File: config.mk
export PLATFORM = sky130hd
export DESIGN_NAME = alu_issue_ctrl
export DESIGN_NICKNAME = d
export VERILOG_FILES = /design/src/rtl/alu_pkg.sv /design/src/rtl/alu_issue_decode.sv /design/src/rtl/alu_issue_ctrl.sv
export SDC_FILE = /design/constraint.sdc
export NUM_CORES = 1
export LEC_CHECK = 0
export ABC_AREA = 1
export CAP_MARGIN = 20
export CORE_AREA = 8 8 139 141
export CTS_CLUSTER_DIAMETER = 30
export CTS_CLUSTER_SIZE = 10
export DETAILED_ROUTE_END_ITERATION = 10
export DIE_AREA = 0 0 147 149
export SLEW_MARGIN = 20
export SYNTH_ARGS = -nofsm -noshare
export SYNTH_HDL_FRONTEND = slang
export SYNTH_SLANG_ARGS = --single-unit
File: constraint.sdc
create_clock -name clk -period 1.4 [get_ports clk]
set_clock_uncertainty 0.1 [all_clocks]
set_input_delay 0.35 -clock clk [delete_from_list [all_inputs] [get_ports clk]]
set_output_delay 0.35 -clock clk [all_outputs]
set_load 0.01 [all_outputs]
File: src/rtl/alu_pkg.sv
// alu_pkg: ALU control encoding, MIPS opcode/funct constants and the decoded
// issue record shared by the issue controller, its decoder and the ALU.
`default_nettype none

package alu_pkg;

   localparam logic [4:0] ALU_SLL  = 5'd0;
   localparam logic [4:0] ALU_SRL  = 5'd1;
   localparam logic [4:0] ALU_SRA  = 5'd2;
   localparam logic [4:0] ALU_SLLV = 5'd3;
   localparam logic [4:0] ALU_SRLV = 5'd4;
   localparam logic [4:0] ALU_SRAV = 5'd5;
   localparam logic [4:0] ALU_ADD  = 5'd6;
   localparam logic [4:0] ALU_ADDU = 5'd7;
   localparam logic [4:0] ALU_SUB  = 5'd8;
   localparam logic [4:0] ALU_SUBU = 5'd9;
   localparam logic [4:0] ALU_AND  = 5'd10;
   localparam logic [4:0] ALU_OR   = 5'd11;
   localparam logic [4:0] ALU_XOR  = 5'd12;
   localparam logic [4:0] ALU_NOR  = 5'd13;
   localparam logic [4:0] ALU_SLT  = 5'd14;
   localparam logic [4:0] ALU_SLTU = 5'd15;
   localparam logic [4:0] ALU_LUI  = 5'd16;

   localparam logic [5:0] OP_RTYPE = 6'h00;
   localparam logic [5:0] OP_ADDI  = 6'h08;
   localparam logic [5:0] OP_ADDIU = 6'h09;
   localparam logic [5:0] OP_SLTI  = 6'h0A;
   localparam logic [5:0] OP_SLTIU = 6'h0B;
   localparam logic [5:0] OP_ANDI  = 6'h0C;
   localparam logic [5:0] OP_ORI   = 6'h0D;
   localparam logic [5:0] OP_XORI  = 6'h0E;
   localparam logic [5:0] OP_LUI   = 6'h0F;

   localparam logic [5:0] F_SLL  = 6'h00;
   localparam logic [5:0] F_SRL  = 6'h02;
   localparam logic [5:0] F_SRA  = 6'h03;
   localparam logic [5:0] F_SLLV = 6'h04;
   localparam logic [5:0] F_SRLV = 6'h06;
   localparam logic [5:0] F_SRAV = 6'h07;
   localparam logic [5:0] F_ADD  = 6'h20;
   localparam logic [5:0] F_ADDU = 6'h21;
   localparam logic [5:0] F_SUB  = 6'h22;
   localparam logic [5:0] F_SUBU = 6'h23;
   localparam logic [5:0] F_AND  = 6'h24;
   localparam logic [5:0] F_OR   = 6'h25;
   localparam logic [5:0] F_XOR  = 6'h26;
   localparam logic [5:0] F_NOR  = 6'h27;
   localparam logic [5:0] F_SLT  = 6'h2A;
   localparam logic [5:0] F_SLTU = 6'h2B;

   typedef struct packed {
      logic [4:0]  code;
      logic [31:0] rs;
      logic [31:0] rt;
      logic [4:0]  shamt;
      logic [4:0]  dest;
      logic        ri;
   } dec_t;

   // Only the trapping arithmetic codes may raise an overflow exception.
   function automatic logic is_trap_code(input logic [4:0] code);
      return (code == ALU_ADD) || (code == ALU_SUB);
   endfunction

endpackage

`default_nettype wire

File: src/rtl/alu_issue_decode.sv
// alu_issue_decode: combinational MIPS opcode/funct decode into the ALU
// control code, operands, shift amount, destination and reserved flag.
`default_nettype none

module alu_issue_decode
   import alu_pkg::*;
(
   input  logic [31:0] instr,
   input  logic [31:0] rs_val,
   input  logic [31:0] rt_val,
   output dec_t        dec
);

   logic [5:0]  opcode;
   logic [5:0]  funct;
   logic [31:0] imm_sext;
   logic [31:0] imm_zext;
   logic        unused_rs_field;

   assign opcode          = instr[31:26];
   assign funct           = instr[5:0];
   assign imm_sext        = {{16{instr[15]}}, instr[15:0]};
   assign imm_zext        = {16'b0, instr[15:0]};
   assign unused_rs_field = ^instr[25:21];

   always_comb begin
      dec    = '0;
      dec.ri = 1'b1;
      if (opcode == OP_RTYPE) begin
         dec.ri    = 1'b0;
         dec.dest  = instr[15:11];
         dec.shamt = instr[10:6];
         dec.rs    = rs_val;
         dec.rt    = rt_val;
         case (funct)
            F_SLL:  dec.code = ALU_SLL;
            F_SRL:  dec.code = ALU_SRL;
            F_SRA:  dec.code = ALU_SRA;
            // The ALU shifts by the whole rs value, so clip it to 0..31 here.
            F_SLLV: begin dec.code = ALU_SLLV; dec.rs = {27'b0, rs_val[4:0]}; end
            F_SRLV: begin dec.code = ALU_SRLV; dec.rs = {27'b0, rs_val[4:0]}; end
            F_SRAV: begin dec.code = ALU_SRAV; dec.rs = {27'b0, rs_val[4:0]}; end
            F_ADD:  dec.code = ALU_ADD;
            F_ADDU: dec.code = ALU_ADDU;
            F_SUB:  dec.code = ALU_SUB;
            F_SUBU: dec.code = ALU_SUBU;
            F_AND:  dec.code = ALU_AND;
            F_OR:   dec.code = ALU_OR;
            F_XOR:  dec.code = ALU_XOR;
            F_NOR:  dec.code = ALU_NOR;
            F_SLT:  dec.code = ALU_SLT;
            F_SLTU: dec.code = ALU_SLTU;
            default: begin
               dec    = '0;
               dec.ri = 1'b1;
            end
         endcase
      end else begin
         dec.ri   = 1'b0;
         dec.dest = instr[20:16];
         dec.rs   = rs_val;
         dec.rt   = imm_sext;
         case (opcode)
            OP_ADDI:  dec.code = ALU_ADD;
            OP_ADDIU: dec.code = ALU_ADDU;
            OP_SLTI:  dec.code = ALU_SLT;
            OP_SLTIU: dec.code = ALU_SLTU;
            OP_ANDI:  begin dec.code = ALU_AND; dec.rt = imm_zext; end
            OP_ORI:   begin dec.code = ALU_OR;  dec.rt = imm_zext; end
            OP_XORI:  begin dec.code = ALU_XOR; dec.rt = imm_zext; end
            OP_LUI:   begin dec.code = ALU_LUI; dec.rt = imm_zext; end
            default: begin
               dec    = '0;
               dec.ri = 1'b1;
            end
         endcase
      end
   end

endmodule

`default_nettype wire

File: src/rtl/alu_issue_ctrl.sv
// alu_issue_ctrl: two-stage issue/retire controller; stage 1 drives the ALU
// inputs, stage 2 holds the writeback record with exception flags.
`default_nettype none

module alu_issue_ctrl
   import alu_pkg::*;
#(
   parameter bit OVF_TRAP     = 1'b1,
   parameter bit ZERO_DEST_WE = 1'b0
) (
   input  logic        clk,
   input  logic        rst,
   input  logic        in_valid,
   output logic        in_ready,
   input  logic [31:0] instr,
   input  logic [31:0] rs_val,
   input  logic [31:0] rt_val,
   output logic [31:0] alu_rs,
   output logic [31:0] alu_rt,
   output logic [4:0]  alu_control,
   output logic [4:0]  shamt,
   input  logic [31:0] alu_out,
   input  logic        overflow,
   output logic        wb_valid,
   input  logic        wb_ready,
   output logic [31:0] wb_data,
   output logic [4:0]  wb_dest,
   output logic        wb_we,
   output logic        exc_ovf,
   output logic        exc_ri
);

   dec_t       dec;
   logic       s1_valid;
   logic       s2_valid;
   logic       s2_free;
   logic       s1_adv;
   logic       accept;
   logic [4:0] s1_dest;
   logic       s1_ri;
   logic       ovf;

   alu_issue_decode u_decode (
      .instr  (instr),
      .rs_val (rs_val),
      .rt_val (rt_val),
      .dec    (dec)
   );

   assign s2_free  = !s2_valid | wb_ready;
   assign s1_adv   = s1_valid & s2_free;
   assign in_ready = !s1_valid | s1_adv;
   assign accept   = in_valid & in_ready;
   assign wb_valid = s2_valid;
   assign ovf      = overflow & OVF_TRAP & is_trap_code(alu_control);

   always_ff @(posedge clk) begin
      if (rst) begin
         s1_valid    <= 1'b0;
         alu_rs      <= '0;
         alu_rt      <= '0;
         alu_control <= '0;
         shamt       <= '0;
         s1_dest     <= '0;
         s1_ri       <= 1'b0;
      end else begin
         if (accept) begin
            s1_valid    <= 1'b1;
            alu_rs      <= dec.rs;
            alu_rt      <= dec.rt;
            alu_control <= dec.code;
            shamt       <= dec.shamt;
            s1_dest     <= dec.dest;
            s1_ri       <= dec.ri;
         end else if (s1_adv) begin
            s1_valid <= 1'b0;
         end
      end
   end

   // The record only changes on an advance, so it stays put while stalled.
   always_ff @(posedge clk) begin
      if (rst) begin
         s2_valid <= 1'b0;
         wb_data  <= '0;
         wb_dest  <= '0;
         wb_we    <= 1'b0;
         exc_ovf  <= 1'b0;
         exc_ri   <= 1'b0;
      end else if (s1_adv) begin
         s2_valid <= 1'b1;
         wb_data  <= alu_out;
         wb_dest  <= s1_dest;
         wb_we    <= !s1_ri & !ovf & (ZERO_DEST_WE | (s1_dest != 5'd0));
         exc_ovf  <= ovf;
         exc_ri   <= s1_ri;
      end else if (wb_ready) begin
         s2_valid <= 1'b0;
      end
   end

endmodule

`default_nettype wire

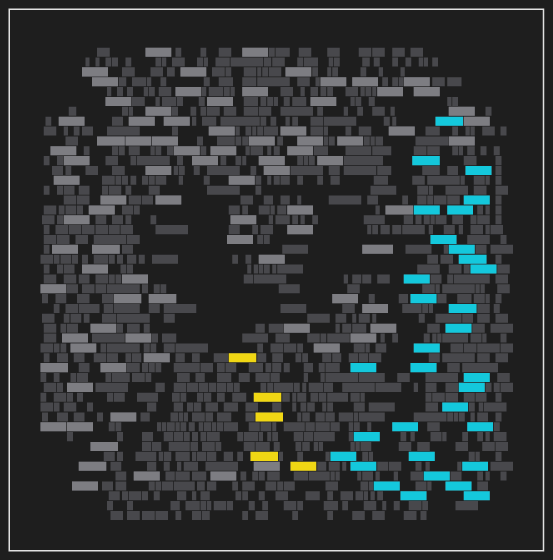
(sequential cells colored by netlist name)
| color | name in the netlist | sequential cells |
|---|---|---|
| cyan | alu_rs | 32 |
| yellow | alu_control | 5 |
not colored: 85

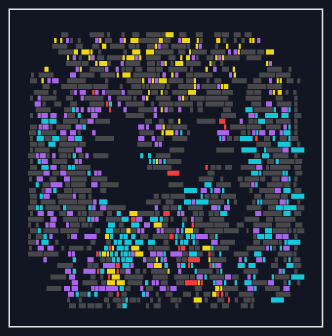
(gate families picked out)
| color | family | cells | most used |
|---|---|---|---|
| red | inv cells | 30 | inv_1 |
| yellow | nor cells | 95 | nor2_1 |
| cyan | nand cells | 169 | nand2_1 |
| purple | aoi and oai cells | 200 | a21oi_2 |
most numerous logic cell after layout: buf_2
Layout Cells excl Fill: 1215
Comb area share: 32.3%

==> out/results.txt <==
status -> finished, violations left
failing checks -> setup timing
Cells after DPL -> 1141
Top cells by area -> dfxtp_1 49%, a21oi_1 11%, o21ai_0 8.6%
post-place setup slack -> -0.840 ns
xor/xnor share -> 0%
Yosys top cell by instances -> dfxtp_1
pwr/cell area -> 1030 nW/um^2
layout cell share with drive strength beyond 1 -> 48.6%
synth-to-layout area growth -> 94.3%
final design area excluding fillers -> 9750 sq um
number of global-route vias before repair -> 5586
hold path start -> instr[3]
Placer Congestion -> 0.844
reg2reg start -> wb_valid
placed cell area -> 8200 sq um
tool warning count -> 34
Yosys reg bits -> 122
kind of critical path -> reg -> out
CTS tree -> done
Final Hold Fails -> 0
fp_density -> 29.4%
prevailing post-synth register cell -> dfxtp_1
PortBufs -> 243
Worst EP required -> 0.95 ns
Syn Area/Cell -> 7.59 sq um
max_slew headroom -> 72.6%
Core Footprint -> 17100 sq um
CTS resizes -> 552
setup TNS -> -1.07 ns
crit-path max FO -> 3
area share, top type -> 48.7%
Arrival @ worst endpoint -> 1.03 ns
Worst-Margin Slew -> 0.411 ns
Post-synth seq share -> 48.7%
R2R setup slack -> -0.05 ns
Synth Area in Compound Gates -> 20.4%
final setup vio count -> 35
Rows -> 48
Die Span X -> 147 um
post-synth top area cell -> dfxtp_1
Startpoint Class -> register
EDFF count, synth -> 0
fin. max-slew vios -> 0
post-layout period usage -> 106%
initial antenna violation count -> 1
Util after Layout -> 57.2%
first-pass GRT wire length -> 31200 um
syn_nets -> 794
antenna viol nets, final -> 0
asr flop ratio synth -> 0%
CTS max path bufs -> 2
CTS root buf -> clkbuf_16
routed wire length -> 22900 um
DPL Wire Length -> 14300 um
post-CTS setup buffers -> 12
distinct lib cells -> 24
hold depth -> 3
WHS Endpoint -> alu_rt[3]
DR pass1 iterations -> 4
r2r worst-path depth -> 8
Min-Delay Path Class -> in -> reg
GR Util All Layers -> 17.7%
wire per inst -> 18.9 um
hold buffers post-CTS -> 0
Leak -> 0.00398 uW
Largest logic family -> simple AND/OR/NAND/NOR gates
Max-Cap Viols -> 0
Basic Gates by Area -> 23.8%
DR vias -> 5909
via-per-instance ratio -> 4.86
Syn Inst Count -> 661
CTS clk-pin slew, worst paths -> 0.06 ns
Post-Synth Adder-Cell Area -> 0%
total congestion overflow -> 0
H-tree depth -> 4
setup ws final -> -0.0799 ns
Final min period -> 1.48 ns
Worst VDD drop -> 0.792 mV
Synth top cells by count -> 122 x dfxtp_1, 109 x a21oi_1, 86 x nor2_1, 86 x o21ai_0, 82 x nand3_1
RR Endpoint -> alu_rs[15]
most frequent cells in the layout -> 116 x buf_2, 113 x clkdlybuf4s50_1, 105 x dfxtp_1
Die ar. -> 21900 sq um
drt drc -> 0
Crit. End Element -> output pin
ys cells -> 661
cell area after synthesis -> 5020 sq um
DRT iter0 DRCs -> 251
TritonCTS Sinks -> 122
fmax -> 0.676 GHz
area reported by Yosys stat -> 5020 sq um
MUX share of area -> 0%
Total Power -> 10000 uW
Hold WS -> 0.160 ns
die height -> 149 um
Ys Warns -> 0
largest net degree at the start of global routing -> 44
final net count -> 1109
RSZ-0062 raised after global routing -> yes
IO Pins -> 249
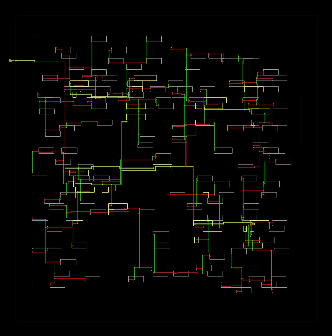
(clock routing)
TritonCTS Buffers: 17
clk latency late pin: 0.41 ns
clk pwr: 4390 uW

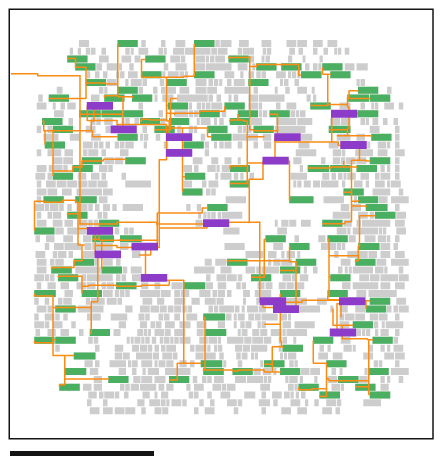
(clock network drawn from the DEF)
The bar under the picture is 50 um long.
[purple] clock drivers | count: 17
[orange] clock wires | length: 1830 um
[green] flip-flops | count: 122
routed clock nets: 18
flops lie: widely spread

where the power goes:
group,switching (uW),internal [uW]
Sequential,96.9,3650
Combinational,943,948
Clock,1640,2750
Total,2680,7360
layer usage:
metal / part of all wire, % / GRT usage [%] / up-vias
met5: 0 / 0 / -
met4: 2.1 / 6.07 / 0
met3: 7.1 / 6.37 / 28
met2: 49 / 28.9 / 198
met1: 42 / 21.3 / 2796
li1: - / - / 2887
cells by family (layout without fill, tap and decap cells):
| kind of cell | count (synthesis) | in the layout |
|---|---|---|
| buffers and inverters | 75 | 402 |
| AND-OR/OR-AND | 200 | 200 |
| AND/OR/NAND/NOR | 264 | 265 |
| flip-flops | 122 | 122 |
| other | 0 | 1 |
flip-flops by register name, indices dropped and copies added, names as in the netlist:
signal and cells:
wb_valid 1, wb_we 1, alu_rt 32, wb_dest 5
alu_rs 32, alu_control 5, exc_ovf 1, s1_valid 1
s1_dest 5, wb_data 32, exc_ri 1, shamt 5
s1_ri 1
cell type report:
| type | instances | area, sq um |
|---|---|---|
| clock buffers | 21 | 470 |
| clock inverters | 11 | 120 |
| fillers | 1580 | 7310 |
| diodes | 1 | 2.50 |
| inverters | 29 | 161 |
| well taps | 225 | 282 |
| repair inverters | 1 | 8.76 |
| repair buffers | 340 | 3080 |
| multi-input cells | 465 | 3150 |
| flip-flops and latches | 122 | 2470 |
worst max path at each step:
stage	from	end	slack, ns	cells after the start
floorplan	instr[29]	alu_rs[20]	-0.09	11
global placement	instr[5]	alu_rs[24]	-0.80	10
detailed placement	instr[5]	alu_rt[31]	-0.84	10
CTS	s1_valid	in_ready	-0.11	2
global route	wb_valid	in_ready	-0.13	2
finish	wb_valid	in_ready	-0.08	2
critical path, stage by stage (launching register included):
cell and delay [ns]:
dfxtp_4 0.36, nand3_4 0.11, buf_6 0.15
Power and IR drop assume default switching activity.
